### config.mk
export PLATFORM = sky130hd
export DESIGN_NAME = instruction_fetch_unit
export DESIGN_NICKNAME = d
export VERILOG_FILES = /design/src/rtl/instruction_fetch_unit_pkg.sv /design/src/rtl/instruction_fetch_unit_skid.sv /design/src/rtl/instruction_fetch_unit.sv
export SDC_FILE = /design/constraint.sdc
export NUM_CORES = 1
export LEC_CHECK = 0
export CORE_MARGIN = 3
export CORE_UTILIZATION = 45
export CTS_CLUSTER_DIAMETER = 40
export CTS_CLUSTER_SIZE = 14
export DETAILED_ROUTE_END_ITERATION = 12
export HOLD_SLACK_MARGIN = 0.15
export PLACE_DENSITY = 0.71
export SLEW_MARGIN = 20
export SYNTH_ARGS = -nofsm -noshare
export SYNTH_HDL_FRONTEND = slang
export SYNTH_SLANG_ARGS = --single-unit
### constraint.sdc
create_clock -name clk -period 4.5 [get_ports clk]
set_input_delay 0.9 -clock clk [delete_from_list [all_inputs] [get_ports clk]]
set_output_delay 0.9 -clock clk [all_outputs]
set_load 0.02 [all_outputs]
### src/rtl/instruction_fetch_unit_pkg.sv
// Shared fetch constants plus the IF/ID load-source selection used by the fetch unit.
// Memory and decode import the same widths and encodings from here.
package instruction_fetch_unit_pkg;

    localparam int          IFU_ADDR_W    = 16;
    localparam int          IFU_INSTR_W   = 16;
    localparam logic [15:0] IFU_RESET_PC  = 16'h0000;
    localparam logic [15:0] IFU_NOP_INSTR = 16'hF000;

    typedef enum logic [2:0] {
        LOAD_HOLD     = 3'd0,
        LOAD_FLUSH    = 3'd1,
        LOAD_SKID     = 3'd2,
        LOAD_INFLIGHT = 3'd3,
        LOAD_BUBBLE   = 3'd4
    } load_sel_e;

    // Redirect beats stall; a parked skid word is older than the in-flight read.
    function automatic load_sel_e ifu_load_sel(
        input logic redirect,
        input logic stall,
        input logic skid_v,
        input logic inflight_v
    );
        load_sel_e sel;
        if (redirect) begin
            sel = LOAD_FLUSH;
        end else if (stall) begin
            sel = LOAD_HOLD;
        end else if (skid_v) begin
            sel = LOAD_SKID;
        end else if (inflight_v) begin
            sel = LOAD_INFLIGHT;
        end else begin
            sel = LOAD_BUBBLE;
        end
        return sel;
    endfunction

endpackage

### src/rtl/instruction_fetch_unit_skid.sv
// One-entry holding register for an instruction returned while ID is stalled.
// Clear wins over capture, and capture wins over drain.
module instruction_fetch_unit_skid
    import instruction_fetch_unit_pkg::*;
#(
    parameter int                 ADDR_W    = IFU_ADDR_W,
    parameter int                 INSTR_W   = IFU_INSTR_W,
    parameter logic [INSTR_W-1:0] NOP_INSTR = IFU_NOP_INSTR
) (
    input  logic               clk,
    input  logic               reset,
    input  logic               capture_i,
    input  logic               drain_i,
    input  logic               clear_i,
    input  logic [INSTR_W-1:0] instr_i,
    input  logic [ADDR_W-1:0]  pc_i,
    output logic               valid_o,
    output logic [INSTR_W-1:0] instr_o,
    output logic [ADDR_W-1:0]  pc_o
);

    logic               valid_q, valid_d;
    logic [INSTR_W-1:0] instr_q, instr_d;
    logic [ADDR_W-1:0]  pc_q, pc_d;

    always_comb begin
        valid_d = valid_q;
        instr_d = instr_q;
        pc_d    = pc_q;
        if (clear_i) begin
            valid_d = 1'b0;
        end else if (capture_i) begin
            valid_d = 1'b1;
            instr_d = instr_i;
            pc_d    = pc_i;
        end else if (drain_i) begin
            valid_d = 1'b0;
        end
    end

    always_ff @(posedge clk) begin
        if (reset) begin
            valid_q <= 1'b0;
            instr_q <= NOP_INSTR;
            pc_q    <= '0;
        end else begin
            valid_q <= valid_d;
            instr_q <= instr_d;
            pc_q    <= pc_d;
        end
    end

    assign valid_o = valid_q;
    assign instr_o = instr_q;
    assign pc_o    = pc_q;

endmodule

### src/rtl/instruction_fetch_unit.sv
// Instruction fetch: owns the PC, issues word reads to synchronous imem, absorbs the
// one-cycle read latency across ID stalls and redirects, and drives the IF/ID register.
module instruction_fetch_unit
    import instruction_fetch_unit_pkg::*;
#(
    parameter int                 ADDR_W    = IFU_ADDR_W,
    parameter int                 INSTR_W   = IFU_INSTR_W,
    parameter logic [ADDR_W-1:0]  RESET_PC  = IFU_RESET_PC,
    parameter logic [INSTR_W-1:0] NOP_INSTR = IFU_NOP_INSTR
) (
    input  logic               clk,
    input  logic               reset,
    input  logic               stall_i,
    input  logic               redirect_i,
    input  logic [ADDR_W-1:0]  redirect_target_i,
    output logic [ADDR_W-1:0]  imem_addr_o,
    input  logic [INSTR_W-1:0] imem_instr_i,
    output logic               if_id_valid_o,
    output logic [INSTR_W-1:0] if_id_instr_o,
    output logic [ADDR_W-1:0]  if_id_pc_o,
    output logic [ADDR_W-1:0]  if_id_pc_plus1_o
);

    logic [ADDR_W-1:0]  pc_q, pc_d;
    logic               inflight_v_q, inflight_v_d;
    logic [ADDR_W-1:0]  inflight_pc_q, inflight_pc_d;

    logic               ifid_valid_q, ifid_valid_d;
    logic [INSTR_W-1:0] ifid_instr_q, ifid_instr_d;
    logic [ADDR_W-1:0]  ifid_pc_q, ifid_pc_d;
    logic [ADDR_W-1:0]  ifid_pc1_q, ifid_pc1_d;

    logic               skid_valid;
    logic [INSTR_W-1:0] skid_instr;
    logic [ADDR_W-1:0]  skid_pc;
    logic               skid_capture;
    logic               skid_drain;
    load_sel_e          load_sel;

    assign load_sel     = ifu_load_sel(redirect_i, stall_i, skid_valid, inflight_v_q);
    assign skid_capture = stall_i && !redirect_i && inflight_v_q;
    assign skid_drain   = (load_sel == LOAD_SKID);

    instruction_fetch_unit_skid #(
        .ADDR_W    (ADDR_W),
        .INSTR_W   (INSTR_W),
        .NOP_INSTR (NOP_INSTR)
    ) u_skid (
        .clk       (clk),
        .reset     (reset),
        .capture_i (skid_capture),
        .drain_i   (skid_drain),
        .clear_i   (redirect_i),
        .instr_i   (imem_instr_i),
        .pc_i      (inflight_pc_q),
        .valid_o   (skid_valid),
        .instr_o   (skid_instr),
        .pc_o      (skid_pc)
    );

    // A stalled cycle issues nothing: memory re-reads pc_q and that data is ignored.
    always_comb begin
        pc_d          = pc_q;
        inflight_v_d  = 1'b0;
        inflight_pc_d = inflight_pc_q;
        if (redirect_i) begin
            pc_d = redirect_target_i;
        end else if (!stall_i) begin
            pc_d          = pc_q + ADDR_W'(1);
            inflight_v_d  = 1'b1;
            inflight_pc_d = pc_q;
        end
    end

    always_comb begin
        ifid_valid_d = ifid_valid_q;
        ifid_instr_d = ifid_instr_q;
        ifid_pc_d    = ifid_pc_q;
        ifid_pc1_d   = ifid_pc1_q;
        case (load_sel)
            LOAD_FLUSH, LOAD_BUBBLE: begin
                ifid_valid_d = 1'b0;
                ifid_instr_d = NOP_INSTR;
            end
            LOAD_SKID: begin
                ifid_valid_d = 1'b1;
                ifid_instr_d = skid_instr;
                ifid_pc_d    = skid_pc;
                ifid_pc1_d   = skid_pc + ADDR_W'(1);
            end
            LOAD_INFLIGHT: begin
                ifid_valid_d = 1'b1;
                ifid_instr_d = imem_instr_i;
                ifid_pc_d    = inflight_pc_q;
                ifid_pc1_d   = inflight_pc_q + ADDR_W'(1);
            end
            default: begin
            end
        endcase
    end

    always_ff @(posedge clk) begin
        if (reset) begin
            pc_q          <= RESET_PC;
            inflight_v_q  <= 1'b0;
            inflight_pc_q <= '0;
            ifid_valid_q  <= 1'b0;
            ifid_instr_q  <= NOP_INSTR;
            ifid_pc_q     <= '0;
            ifid_pc1_q    <= '0;
        end else begin
            pc_q          <= pc_d;
            inflight_v_q  <= inflight_v_d;
            inflight_pc_q <= inflight_pc_d;
            ifid_valid_q  <= ifid_valid_d;
            ifid_instr_q  <= ifid_instr_d;
            ifid_pc_q     <= ifid_pc_d;
            ifid_pc1_q    <= ifid_pc1_d;
        end
    end

    assign imem_addr_o      = pc_q;
    assign if_id_valid_o    = ifid_valid_q;
    assign if_id_instr_o    = ifid_instr_q;
    assign if_id_pc_o       = ifid_pc_q;
    assign if_id_pc_plus1_o = ifid_pc1_q;

endmodule

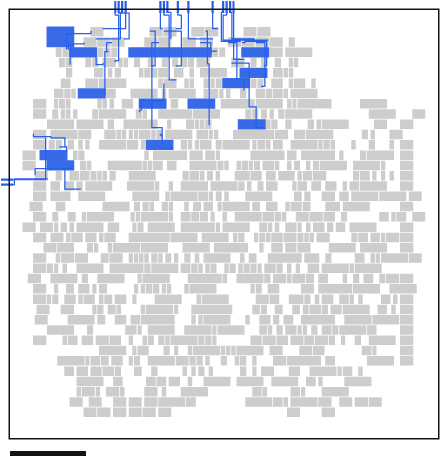
(I/O nets highlighted)
The bar under the picture is 20 microns long.
blue -> if_id_instr_o  # bits 16, direction output, end cells 16, buffers 16, wire 473 microns
count of pins on the block boundary: 101
I/O Buffers: 100

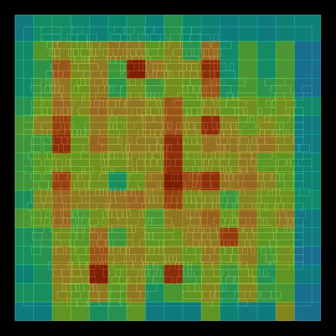
(congestion heat map)
final core utilization: 0.6180
met3 layer usage reported by global route: 0.05080

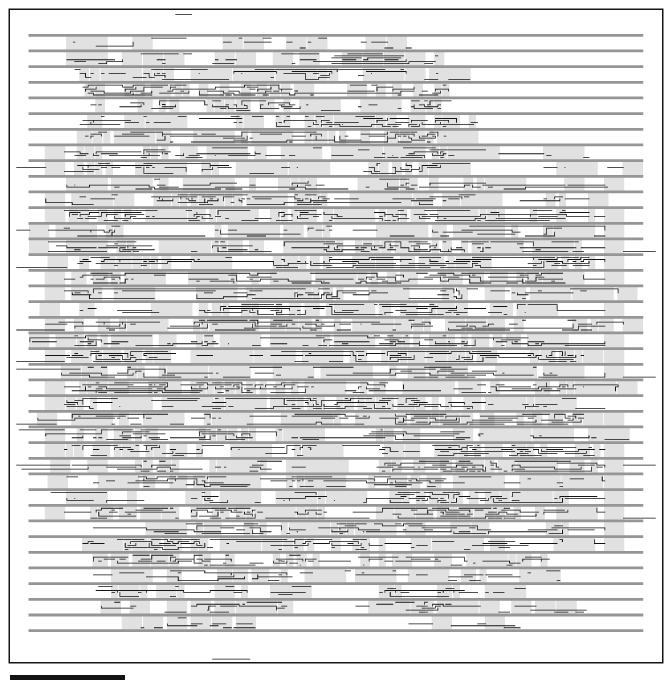
(signal wires on met1)
The bar under the picture is 20 microns long. Supply wires on this layer in gray.
nets with wire on the layer = 701
longest straight run = 36.8 microns

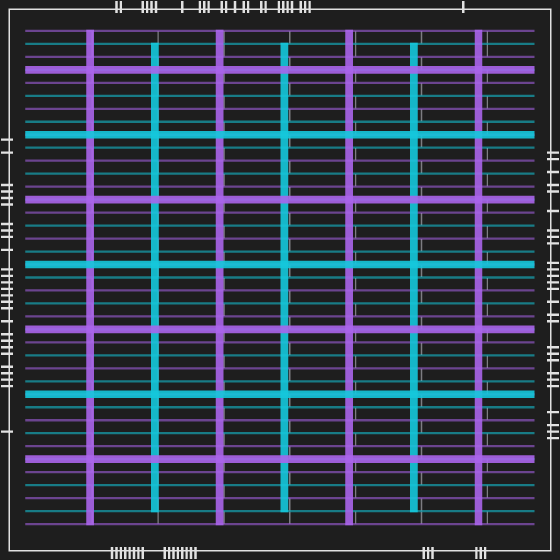
(supply network)
Pins as bars on the die edge. Tap cells in gray.
cyan -> VDD
purple -> VSS
met1 rails = 39
tap cells = 140
vertical extent of the die: 113.2 microns
placeable core region: 11030 sq um
worst vdd ir: 0.2017 mV
width of the die: 113.2 microns

worst max-delay path: stages:
cell and delay, ps:
sky130_fd_sc_hd__clkdlybuf4s50_1 430, sky130_fd_sc_hd__nor4b_2 680, sky130_fd_sc_hd__mux2i_1 380, sky130_fd_sc_hd__inv_1 80, sky130_fd_sc_hd__ha_1 260, sky130_fd_sc_hd__and4_1 250, sky130_fd_sc_hd__and4_1 240, sky130_fd_sc_hd__a32oi_1 320
sky130_fd_sc_hd__o21ai_0 130, sky130_fd_sc_hd__a311oi_1 250
kinds of logic after synthesis:
family                   after synthesis
flip-flops                           115
multiplexers                          23
buffers and inverters                 60
XOR/XNOR                              32
AND/OR/NAND/NOR                      278
adder cells (fa/ha/maj)                2
AND-OR/OR-AND                        139
==> run notes <==
Synthesis and place-and-route results.

- In the synthesized netlist the async set-or-reset flop fraction comes to 0.
- The data arrival time reported for the critical path is 3930 ps.
- Yosys attributes the largest share of cell area to sky130_fd_sc_hd__dfxtp_1 45%, sky130_fd_sc_hd__nand2_1 9.7%, sky130_fd_sc_hd__a21oi_1 8.5%.
- Per the GRT log, the top usage layer is met2.
- The group drawing the most power is the clock network.
- The clock period minus worst slack is 3628 ps.
- The warning count from the yosys run is 0.
- Including well taps, the total number of placed cells is 851.
- The critical path data required time is 4810 ps.
- The uppermost layer routed is met4.
- Leaving out fill and tap cells, the most frequent cell in the layout is sky130_fd_sc_hd__nand2_1.
- The critical path class is primary input to flop.
- The flow ran to the end, and the final reports show no timing, DRC or antenna violations.
- The count of non-CTS inverters in the layout is 12.
- After layout, the design draws a total of 2.582 mW.
- Summed over all routing layers, the global router reports a total usage of 0.2009.
- The skew report gives the latency at the later pin of the worst-skew pair as 400 ps.
- The script extracted a net switching power of 0.5853 mW.
- The count of non-CTS buffers in the layout is 110.
- After detailed routing, the number of remaining DRC violations is 0.
- The total setup violations reported at the end of the flow is 0.
- The clock tree from TritonCTS is yes.
- The CTS buffer count is 17.
- The share of the clock period used by the worst path is 0.8062.
- The cell-mix breakdown from Yosys lists the compound-gate area share as 0.1576.
- After legalization and detailed placement, the total HPWL measured 8.672 mm.
- The H-tree was split into 4 levels.
- Entering global routing, the biggest net connects 58 pins.
- The sequential fraction of design power is 0.414.
- The synthesized netlist occupies a cell area of 5170 sq um.
- The number of buffers on the longest clock path is 2.
- Of the cells placed in the final design, the portion with a size suffix greater than 1 is 0.06460.
- Per the synthesis report, the XOR/XNOR share of the synthesized area is 0.05421.
- The area-dominant cell class after layout is multi-input combinational cells.
- The launching point of the worst reg2reg path is inflight_v_q.
- The count of fill cells added during filler insertion is 1019.
- The number of global-route vias before repair is 4384.
- The count of distinct cell types in the synthesized netlist is 45.
- The final worst clock skew is 5.895 ps.
- The layout report gives the register share of total cell area as 0.3377.
- The vias per cell is 5.379.
- The floorplan step defined a die boundary enclosing 12810 sq um.
- The number of standard cells after synthesis is 649.
- Hold timing on the final database bottoms out at a slack of 451.0 ps.
- The total number of placement rows is 38.
- The start point of the critical path is redirect_i.
- The commonest cells after synthesis are 134 x sky130_fd_sc_hd__nand2_1, 115 x sky130_fd_sc_hd__dfxtp_1, 88 x sky130_fd_sc_hd__a21oi_1, 60 x sky130_fd_sc_hd__nor2_1, 39 x sky130_fd_sc_hd__clkbuf_1.
- The global placement routability congestion is 0.8487.
- Per the synth stats, the flop cell with the highest instance count is sky130_fd_sc_hd__dfxtp_1.
- The detailed-route via count is 4750.
- The amount of wire on met2 after detailed routing is 5.902 mm.
- The power report lists cell-internal power as 1.997 mW.
- The worst-margin pin slew is 968.1 ps.
- The max-capacitance violation count is 0.
- In the global route stage, met2 resource usage came out at 0.3006.
- Yosys mapped a number of flops with a built-in enable equal to 0.
- The proportion of synthesized chip area in sequential cells is 0.4453.
- Yosys stat counts 649 cells in the synthesized netlist.
- The register bit count reported by yosys is 115.
- The post-layout net count is 768.
- The number of flip-flops and latches is 115.
- In this run, the synthesized area fraction spent on adder and majority cells is recorded as 0.004840.
- The detailed router put a total of 6.054 mm of wire on met1.
- The clock-pin slew reported for the worst setup and hold paths after clock tree synthesis is 50 ps.
- The first global-routing pass estimated 21.31 mm of wire.
- Of the total synthesized cell area, the portion taken by AND, OR, NAND and NOR gates is 0.2444.
- The tool warning count for the run is 26.
- The top achievable clock speed is 275.6 MHz.
- The routed design uses 774 microns of met3 wire.
- The top cell types in the final layout, fill and taps aside, are 134 x sky130_fd_sc_hd__nand2_1, 115 x sky130_fd_sc_hd__dfxtp_1, 99 x sky130_fd_sc_hd__clkdlybuf4s50_1.
- The post-synthesis chip area from yosys is 5170 sq um.
Power is estimated from default activity; no workload was simulated.
